==> config.mk <==
export PLATFORM = sky130hd
export DESIGN_NAME = path_mailbox_flat
export DESIGN_NICKNAME = d
export VERILOG_FILES = /design/src/rtl/path_mailbox_pkg.sv /design/src/rtl/path_mailbox_if.sv /design/src/rtl/path_mailbox_sync_fifo.sv /design/src/rtl/path_mailbox.sv /design/src/flat_wrapper.sv
export SDC_FILE = /design/constraint.sdc
export NUM_CORES = 1
export LEC_CHECK = 0
export ABC_AREA = 1
export CORE_MARGIN = 4
export CORE_UTILIZATION = 40
export CTS_CLUSTER_DIAMETER = 200
export DETAILED_ROUTE_END_ITERATION = 10
export GPL_TIMING_DRIVEN = 0
export PLACE_DENSITY_LB_ADDON = 0.08
export SLEW_MARGIN = 10
export SYNTH_ARGS = -nofsm -noshare
export SYNTH_HDL_FRONTEND = slang
export SYNTH_SLANG_ARGS = --single-unit
==> constraint.sdc <==
create_clock -name clk -period 2.3 [get_ports clk]
set_input_delay 0.69 -clock clk [delete_from_list [all_inputs] [get_ports clk]]
set_output_delay 0.69 -clock clk [all_outputs]
set_load 0.01 [all_outputs]
Figure 1. M2 wires (run 1).
Scale bar: 20 um.
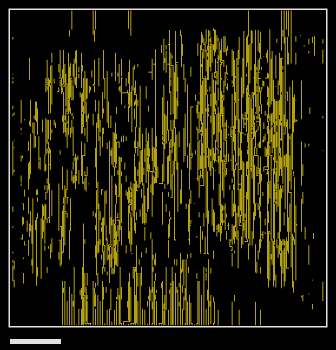
share of all routed wire: 51%
nets with wire on the layer: 690
wire length on this layer: 8330 um
longest straight run: 55.2 um
met2 capacity usage during global routing: 35.7%
number of vias in the routed layout: 4616
total length of routed wires: 16300 um

Figure 2. Gate-type map (run 1).
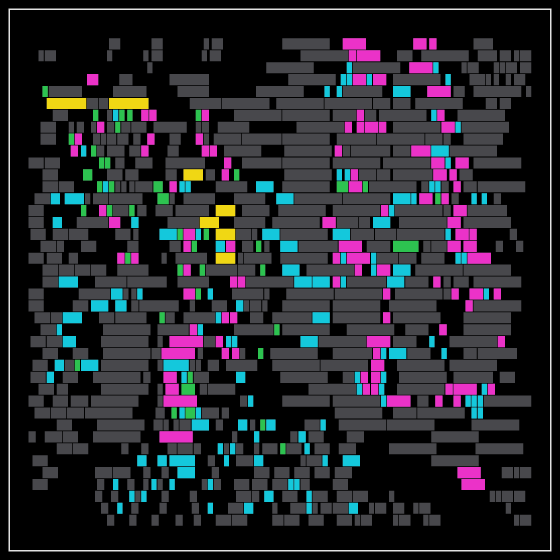
[magenta] inverting AOI/OAI gates | cells: 104
[green] inverters | cells: 42
[yellow] adder and majority cells | cells: 7
[cyan] NOR gates | cells: 125 | where: spread over the die
fraction of standard cell area in multi-input logic: 27.8%
Finished Layout Cells: 906
most used logic cell in the final layout: sky130_fd_sc_hd__edfxtp_1

Figure 3. Where the registers sit (run 1).
Scale bar: 20 um. Other sequential cells in the stronger gray, the rest of the logic in the fainter gray.
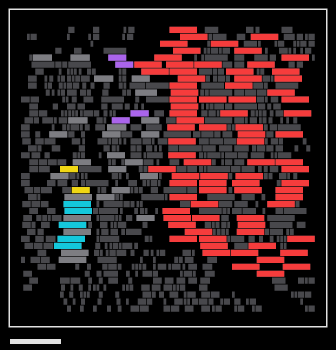
[yellow] `u_core.bus.dbg_state` | sequential cells: 2
[purple] `u_core.u_fifo.rd_ptr_q` | sequential cells: 4
[red] `u_core.u_fifo.mem_q` | sequential cells: 80
[cyan] `u_core.start_q` | sequential cells: 5
final cell utilization of the core: 64.9%
Reg area: 0.00323 mm^2
sequential portion of the cell area: 38.9%
power dissipated in sequential cells: 2450 uW

==> summary.txt, run 1 <==
Item: results of the latest flow run.

- The areal power density over the cells is approximately 950 mW/mm^2.
- The clock drives 116 sinks.
- After routing the design area is 0.00832 mm^2.
- The clock group share of total power is 35.3%.
- The dominant kind of combinational cell is simple AND/OR/NAND/NOR gates.
- The cell depth of the worst min-delay path is 2.
- The standby leakage power is 0.00304 uW.
- The smallest hold slack is 0.459 ns.
- Of the total synthesized cell area, the portion taken by XOR and XNOR cells is 0.329%.
- The deepest level of the CTS H-tree is 4.
- The flow ran to the end, but the final reports show violations.
- The first-pass GRT wire length is around 24000 um.
- The final reports fail on negative setup slack.
- The number of cell rows is between 40 and 50.
- Note, the detailed placer reported a final HPWL of 10700 um.
- The worst path in the final design needs a cycle of 2.60 ns, including I/O delays and setup.
- The via-per-instance ratio is roughly 5.
- The post-route worst setup slack is -0.303 ns.
- The insertion delay at the late pin of the worst-skew pair is 0.41 ns.
- The maximum frequency from static timing analysis is 384 MHz.
- The power consumption is 7860 uW.
- The final net count is around 860.
- In this run the standard cell core region covers about 0.013 mm^2.
- Walking the worst path, the cells encountered are buf_6, buf_6, buf_6, nor2_4, o22ai_2, nor2_1, nor2_1, o21ai_1, a21oi_2, buf_2.
- The worst slew slack as a fraction of its limit is 42.2%.
- The count of unresolved DRC violations after routing is 0.
- At the placement stage, the worst setup path has a slack of -1.06 ns.
- The number of instances in the synthesized netlist is approximately 530.
- At the worst endpoint, the arrival time is 1.91 ns.
- Per the final layout report, the fraction of cells sized above drive strength 1 comes to between 30% and 40%.
- For the pin with the worst max-slew slack, the measured transition is 0.866 ns.
- STA lists the maximum fanout along the critical path as 5.
- The final timing report lists a max-slew violation count of 0.
- The mean cell area of the mapped netlist is 10.1 um^2.
- The end-of-flow timing check tallies setup violations at 15.
- The internal power is 5360 uW.
- The post-synthesis simple-gate area fraction is 18.1%.
- The count of tool warnings is 58.
- The first detailed-routing pass took 5 iterations.
- The number of diodes is 0.
- The cell count in the Yosys report is 527.
- The number of distinct library cell variants in the gate-level netlist after synthesis is 35.
- The number of gates on the worst path with buffers counted is 10.
- The post-synthesis instance area is 0.00532 mm^2.
- Logic depth along the worst register-to-register path is recorded as 8.
- The critical path endpoint has a required time of 1.61 ns.
- The switching power total is 2500 uW.
- Nets still carrying antenna violations after routing amount to 0.
- According to the I/O placement log, the pin count is 180.
- The proportion of power drawn by combinational gates is 33.5%.
-- run 1: cell usage after synthesis, drive strengths merged --
library cell,instances
a211oi,3
a21oi,19
a221oi,1
a31oi,5
and2,1
buf,28
clkbuf,14
clkinv,1
conb,1
dfxtp,26
edfxtp,90
ha,7
inv,41
nand2,53
nand3,29
nand3b,1
nand4,4
nor2,105
nor3,6
nor3b,2
nor4,11
nor4b,1
o21ai,55
o21bai,1
o221ai,18
o22ai,2
xor2,2
-- run 1: routing by layer --
metal  GRT usage, %  routed length [um]  vias to the layer above
li1               -                   -                     2209
met2           35.7                8330                      205
met5              0                   0                        -
met4           7.82                 516                        0
met1           24.1                6230                     2160
met3           6.45                1190                       42
-- run 1: placed cells by master, fill, tap and decap left out, types with 20 or more instances in the layout --
cell and instances:
sky130_fd_sc_hd__dfxtp_1 20, sky130_fd_sc_hd__o21ai_1 23, sky130_fd_sc_hd__nand2_1 40, sky130_fd_sc_hd__conb_1 27, sky130_fd_sc_hd__buf_2 25, sky130_fd_sc_hd__edfxtp_1 90
sky130_fd_sc_hd__nor2_1 77, sky130_fd_sc_hd__clkdlybuf4s50_1 79, sky130_fd_sc_hd__nor2_4 23, sky130_fd_sc_hd__inv_1 27, sky130_fd_sc_hd__o21ai_0 23, sky130_fd_sc_hd__buf_4 40
-- run 1: area by class of cell --
| class | instances | area, um^2 | area share [%] |
|---|---|---|---|
| well taps | 172 | 215 | 2.59 |
| repair buffers | 149 | 1360 | 16.3 |
| clock buffers | 17 | 425 | 5.11 |
| clock inverters | 15 | 206 | 2.48 |
| flip-flops and latches | 116 | 3230 | 38.9 |
| multi-input cells | 354 | 2310 | 27.8 |
| inverters | 42 | 190 | 2.29 |
| plain buffers | 41 | 380 | 4.57 |
Figure 4. Routing congestion map (run 1).
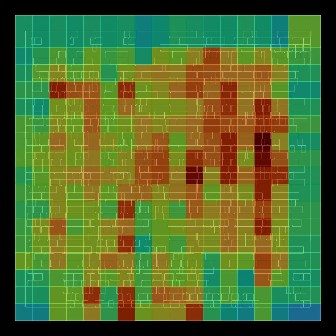

--- run 2 (diff from run 1) ---
ABC_AREA = unset   (was 1)
PLACE_DENSITY = 0.75   (was unset)
PLACE_DENSITY_LB_ADDON = unset   (was 0.08)
Figure 5. Routing congestion map (run 2).
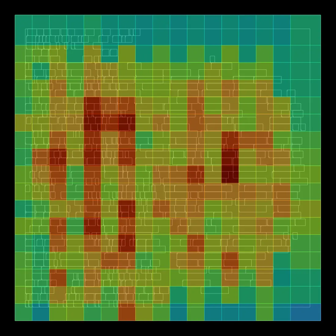
met3 layer usage reported by global route: 5.85%
global-route met1 utilization: 21.7%
WL per Instance: 19.3 um

Figure 6. Where the registers sit (run 2).
Scale bar: 20 um. Other sequential cells in the stronger gray, the rest of the logic in the fainter gray.
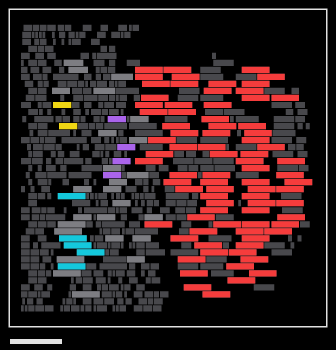
Reg area: 0.00324 mm^2
final cell utilization of the core: 63.3%
power dissipated in sequential cells: 2380 uW
sequential portion of the cell area: 40.2%

==> run 2 against run 1 <==
  * The flow still finishes with violations (negative setup slack)
  * Count of clock-buffer cells in the layout up 1
  * Utilization is 1.6 points lower
  * Total power is 10% lower
  * Non-clock buffer count decreased by 1
  * Register-to-register slack worse by 0.54 ns
  * Cell area down 3.2%
  * Clock power grew 2%
  * Final cell count decreased by 18%
  * Global-route usage down 0.59 points
  * Combinational power decreased by about 30%
  * Largest power group unchanged
==> summary.txt, run 2 <==
Item: results of the latest flow run.

- In the final design database the tool counted 696 nets.
- Per the timing report, the achievable frequency comes out to 332 MHz.
- The count of unresolved DRC violations after routing is 0.
- The last timing report of the flow puts the setup violation total at 14.
- Once layout is complete, the cells apart from fillers number 741.
- The logic depth of the worst register-to-register path is 10.
- The overall die width is 123 um.
- For the worst setup path, the data arrival time is 2.32 ns.
- The share of synthesized registers carrying an async set or reset is 0%.
- Global routing consumed, on the met2 layer, 36.8% of the routing resources.
- The post-synthesis cell type with the largest instance count is sky130_fd_sc_hd__edfxtp_1.
- The dominant kind of combinational cell is simple AND/OR/NAND/NOR gates.
- Leaving out fill and tap cells, the most frequent cells in the layout are sky130_fd_sc_hd__edfxtp_1 (90), sky130_fd_sc_hd__clkdlybuf4s50_1 (74), sky130_fd_sc_hd__buf_4 (44), sky130_fd_sc_hd__buf_6 (28), sky130_fd_sc_hd__conb_1 (27).
- The worst path in the final design needs a cycle of 3.01 ns, including I/O delays and setup.
- The checks that failed: negative setup slack.
- Ranked by instance count, the synthesized netlist is headed by sky130_fd_sc_hd__edfxtp_1 (90), sky130_fd_sc_hd__nor2_1 (43), sky130_fd_sc_hd__buf_4 (27).
- Total power for the finished layout comes to 7060 uW.
- During I/O placement, the number of pins put on the boundary was 180.
- The iteration tally of the first detailed-router pass is 4.
- The post-synth tally of flip-flops with integrated enable is 90.
- The number of warnings reported in the stage logs is 59.
- The layout summary lists the proportion of cells stronger than drive strength 1 as approximately 40%.
- The actual transition at the worst max-transition pin is between 0.5 and 0.6 ns.
- The post-placement setup slack is -1.53 ns.
- The flow ran to the end, but the final reports show violations.
- The deepest level of the CTS H-tree is 4.
- The standby leakage power is 0.00283 uW.
- The cell depth of the worst min-delay path is 2.
- Across all setup checks in the final design, the least slack found is -0.713 ns.
- The maximum net fanout on the critical path is 5.
- The cell count in the Yosys report is around 370.
- A synthesized cell averages 14.3 um^2.
- met2 is the most crowded layer.
- The most common flop cell mapped by yosys is sky130_fd_sc_hd__edfxtp_1.
- The number of instances in the synthesized netlist is 366.
- The final antenna-violating net count is 0.
- The post-synthesis instance area is 0.00525 mm^2.
- The XOR/XNOR share of the synthesized area is 1.17%.
- The routed design shows a via density per instance of slightly above 5.
- Per the skew report, the later register of the worst-skew pair sees a clock latency of 0.41 ns.
- For the worst setup path, the data required time is 1.61 ns.
- Power spread over the standard cell area amounts to around 900 mW/mm^2.
- The number of cell rows is 41.
- STA classifies the critical path endpoint as a primary output.
- After Yosys synthesis, and, or, nand and nor cells account for 13.3% of the synthesized area.
- The number of diodes is 0.
- The first-pass GRT wire length is 22100 um.
- The most common logic cell in the final layout is sky130_fd_sc_hd__edfxtp_1.
- The worst slew slack as a fraction of its limit is 61.6%.
- Yosys mapped the design onto between 40 and 50 distinct sky130hd cell types.
- The number of port buffers is 122.
- The most critical hold endpoint after final layout shows a slack of between 0.5 and 0.6 ns.
Figure 7. Met3 routing (run 2).
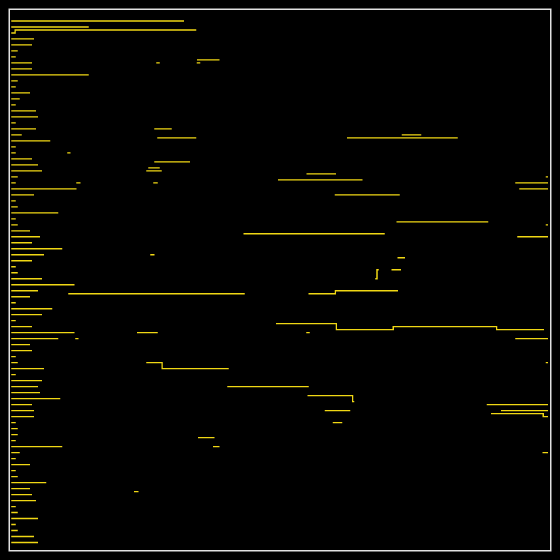
nets with wire on the layer: 120
wire length on this layer: 882 um
total length of routed wires: 14300 um
number of vias in the routed layout: 3744

-- run 2: netlist changes by cell type after synthesis, moves of 10 or more --
cell                       before  now
sky130_fd_sc_hd__nand3_1       28    6
sky130_fd_sc_hd__nor2_1       101   43
sky130_fd_sc_hd__mux2i_1        0   10
sky130_fd_sc_hd__mux4_2         0   25
sky130_fd_sc_hd__inv_1         38    5
sky130_fd_sc_hd__o221ai_1      18    0
sky130_fd_sc_hd__o21ai_0       54    3
sky130_fd_sc_hd__nand2_1       47    6
-- run 2: critical path, cell delays in order, from the launching register on --
cell,delay [ns]
sky130_fd_sc_hd__dfxtp_4,0.42
sky130_fd_sc_hd__buf_8,0.15
sky130_fd_sc_hd__mux4_2,0.56
sky130_fd_sc_hd__mux4_2,0.50
sky130_fd_sc_hd__and2_4,0.17
sky130_fd_sc_hd__buf_6,0.11
-- run 2: what timing repair did --
action                                  in CTS  in global routing
buffers inserted                            22                  7
gates resized                              194                 46
cloned                                       2                  0
pin swaps                                   30                 25
endpoints found under the setup margin     112                101
-- run 2: area by class of cell --
| type | instances | area (um^2) | share of cell area (%) |
|---|---|---|---|
| clock inverter | 14 | 210 | 2.61 |
| sequential | 116 | 3240 | 40.2 |
| clock buffer | 18 | 429 | 5.33 |
| timing repair buffer | 149 | 1400 | 17.4 |
| buffer | 40 | 309 | 3.84 |
| inverter | 5 | 18.8 | 0.233 |
| multi-input combinational | 227 | 2230 | 27.7 |
| tap | 172 | 215 | 2.67 |
-- run 2: routing by layer --
| metal | wire (um) | vias up |
|---|---|---|
| li1 | - | 1734 |
| met1 | 5250 | 1834 |
| met2 | 7770 | 154 |
| met3 | 881 | 22 |
| met4 | 373 | 0 |
| met5 | 0 | - |
-- run 2: report_power, final --
group	internal [uW]	switching (uW)
registers	2310	63.9
clock network	1910	930
logic	1070	767
Power and IR drop assume default switching activity.
